--- config.mk ---
export PLATFORM = sky130hd
export DESIGN_NAME = spi_rx_slave
export DESIGN_NICKNAME = d
export VERILOG_FILES = /design/src/rtl/spi_rx_slave.sv
export SDC_FILE = /design/constraint.sdc
export NUM_CORES = 1
export LEC_CHECK = 0
export ABC_AREA = 1
export ABC_CLOCK_PERIOD_IN_PS = 4150
export CAP_MARGIN = 10
export CORE_MARGIN = 8
export CORE_UTILIZATION = 60
export DETAILED_ROUTE_END_ITERATION = 7
export GPL_TIMING_DRIVEN = 0
export HOLD_SLACK_MARGIN = 0.06
export PLACE_DENSITY = 0.81
export SKIP_CTS_REPAIR_TIMING = 1
export SYNTH_ARGS = -nofsm -noshare
export SYNTH_HDL_FRONTEND = slang
export SYNTH_SLANG_ARGS = --single-unit
--- constraint.sdc ---
create_clock -name clk -period 4.15 [get_ports clk]
set_input_delay 0.83 -clock clk [delete_from_list [all_inputs] [get_ports clk]]
set_output_delay 0.83 -clock clk [all_outputs]
set_load 0.03 [all_outputs]
--- src/rtl/spi_rx_slave.sv ---
// Serial receive slave: samples mosi every clk while ss is low, assembles
// DATA_W-bit words and queues them in a first-word-fall-through FIFO.
module spi_rx_slave #(
  parameter int DATA_W     = 8,
  parameter int FIFO_DEPTH = 4,
  parameter int LSB_FIRST  = 1
) (
  input  logic                               clk,
  input  logic                               rst_n,
  input  logic                               ss,
  input  logic                               mosi,
  output logic [DATA_W-1:0]                  dout,
  output logic                               dv,
  input  logic                               rdy,
  output logic                               frame_err,
  output logic                               overflow,
  output logic [$clog2(FIFO_DEPTH+1)-1:0]    fifo_cnt
);

  // state | meaning
  // IDLE  | ss high, no partial word pending
  // SHIFT | ss low, receiving bits
  typedef enum logic {IDLE, SHIFT} state_t;

  localparam int BC_W  = (DATA_W > 1) ? $clog2(DATA_W) : 1;
  localparam int PTR_W = $clog2(FIFO_DEPTH);
  localparam int CNT_W = $clog2(FIFO_DEPTH + 1);

  state_t             state_q, state_d;
  logic [BC_W-1:0]    bit_cnt_q, bit_cnt_d;
  logic [BC_W-1:0]    bit_idx;
  logic [DATA_W-1:0]  shift_q, shift_d, word;
  logic               push, frame_err_d;
  logic               frame_err_q, overflow_q, dv_q;

  logic [DATA_W-1:0]  mem_q [FIFO_DEPTH];
  logic [PTR_W-1:0]   wr_ptr_q, rd_ptr_q;
  logic [CNT_W-1:0]   cnt_q, cnt_d;
  logic               full, pop, wr_en;

  always_comb begin
    state_d     = state_q;
    bit_cnt_d   = bit_cnt_q;
    shift_d     = shift_q;
    frame_err_d = 1'b0;
    push        = 1'b0;
    // A fresh word starts from zero so no stale bits leak in.
    word        = (bit_cnt_q == '0) ? '0 : shift_q;
    bit_idx     = (LSB_FIRST != 0) ? bit_cnt_q : BC_W'(DATA_W - 1) - bit_cnt_q;
    word[bit_idx] = mosi;
    if (!ss) begin
      state_d = SHIFT;
      if (bit_cnt_q == BC_W'(DATA_W - 1)) begin
        push      = 1'b1;
        bit_cnt_d = '0;
        shift_d   = '0;
      end else begin
        bit_cnt_d = bit_cnt_q + 1'b1;
        shift_d   = word;
      end
    end else begin
      state_d     = IDLE;
      frame_err_d = (state_q == SHIFT) && (bit_cnt_q != '0);
      bit_cnt_d   = '0;
      shift_d     = '0;
    end
  end

  assign full  = (cnt_q == CNT_W'(FIFO_DEPTH));
  assign pop   = dv_q & rdy;
  // A full FIFO still accepts a word when the head leaves on the same edge.
  assign wr_en = push & (~full | pop);

  always_comb begin
    cnt_d = cnt_q;
    unique case ({wr_en, pop})
      2'b10:   cnt_d = cnt_q + 1'b1;
      2'b01:   cnt_d = cnt_q - 1'b1;
      default: cnt_d = cnt_q;
    endcase
  end

  always_ff @(posedge clk or negedge rst_n) begin
    if (!rst_n) begin
      state_q     <= IDLE;
      bit_cnt_q   <= '0;
      shift_q     <= '0;
      wr_ptr_q    <= '0;
      rd_ptr_q    <= '0;
      cnt_q       <= '0;
      dv_q        <= 1'b0;
      frame_err_q <= 1'b0;
      overflow_q  <= 1'b0;
      for (int i = 0; i < FIFO_DEPTH; i++) mem_q[i] <= '0;
    end else begin
      state_q     <= state_d;
      bit_cnt_q   <= bit_cnt_d;
      shift_q     <= shift_d;
      cnt_q       <= cnt_d;
      dv_q        <= (cnt_d != '0);
      frame_err_q <= frame_err_d;
      overflow_q  <= push & full & ~pop;
      if (wr_en) begin
        mem_q[wr_ptr_q] <= word;
        wr_ptr_q        <= wr_ptr_q + 1'b1;
      end
      if (pop) rd_ptr_q <= rd_ptr_q + 1'b1;
    end
  end

  assign dout      = dv_q ? mem_q[rd_ptr_q] : '0;
  assign dv        = dv_q;
  assign frame_err = frame_err_q;
  assign overflow  = overflow_q;
  assign fifo_cnt  = cnt_q;

endmodule

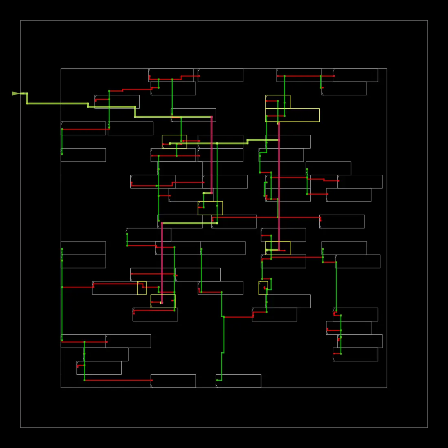
*Clock wiring as the flow saved it*
Worst Skew: 4.32 ps
cts bufs inserted: 5

==> git commit body <==
Update PnR metrics after Yosys + OpenROAD run

- The run finished with clean final reports.
- In the global route stage, met3 resource usage came out at 3.13%.
* Maximum level of the CTS H-tree: 2
* Final number of max-transition violations: 0
* Wire length per cell after detailed routing: 14.1 um
- Initial standard-cell utilization of the core: 62.4%
- Per the detail_route log, the uppermost layer with routed signals is met4.
- Tally of yosys warning messages: 0
- Per the synth stats, the proportion of register bits with asynchronous set or reset is 100%.
- The type recorded for the worst min-delay path is in2async.
- The detail route stage leaves a number of antenna-violating nets equal to 0.
* Diode insertion count for antenna repair: 0
- For this block, wires on met1 add up to 2430 um.
* Multi-input combinational cell area: 1220 sq um
- After floorplanning, the die was sized to cover 6940 sq um.
- Power in sequential cells: 606 uW
* Worst supply voltage drop on vdd: 218 uV
* Slack of the critical path: 1090 ps
* Met2 Routed Length: 2630 um
* Regs by FF count: mem_q x32, shift_q x8
- Counting cells, the worst reg-to-reg path comes to 11.
* Logic share of the area: 39.6%
* Final estimated routing congestion in global placement: 0.776
- Tightest hold margin: 401 ps
- Cell chain of the critical path: buf_2, inv_2, clkbuf_2, o21ai_0, a21oi_1, clkdlybuf4s50_1
* Insertion delay of the later-clocked pin in the worst-skew pair: 310 ps
- Non-clock buffer area fraction after layout: 9.16%
* Endpoints failing setup: 0
- Final non-filler cell total: 376
- Capture instance of the worst register-to-register path: dv
- Final Cell Area: 3090 sq um
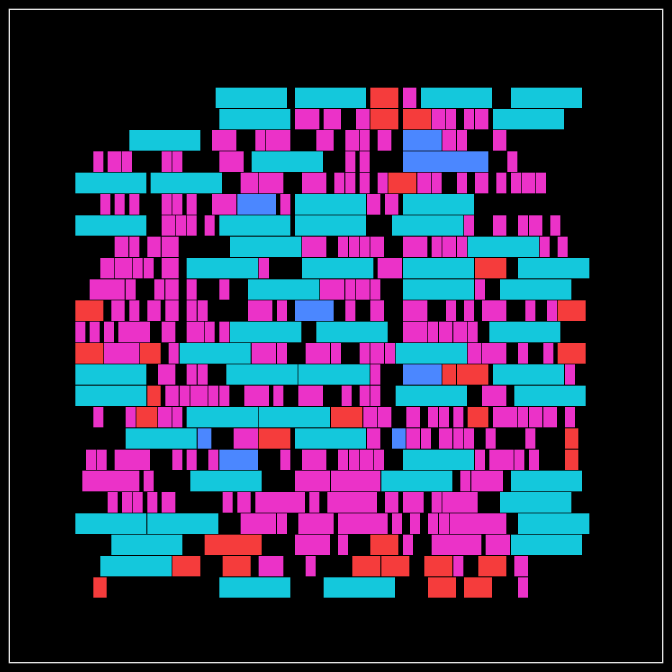
*Placed cells, one color a class*
class	color	cells
sequential cells	cyan	54
combinational and other logic	magenta	232
clock drivers and dummy loads	blue	8
remaining buffers and delay cells	red	30

No activity file was given, so power comes from the tool's default toggle rates.
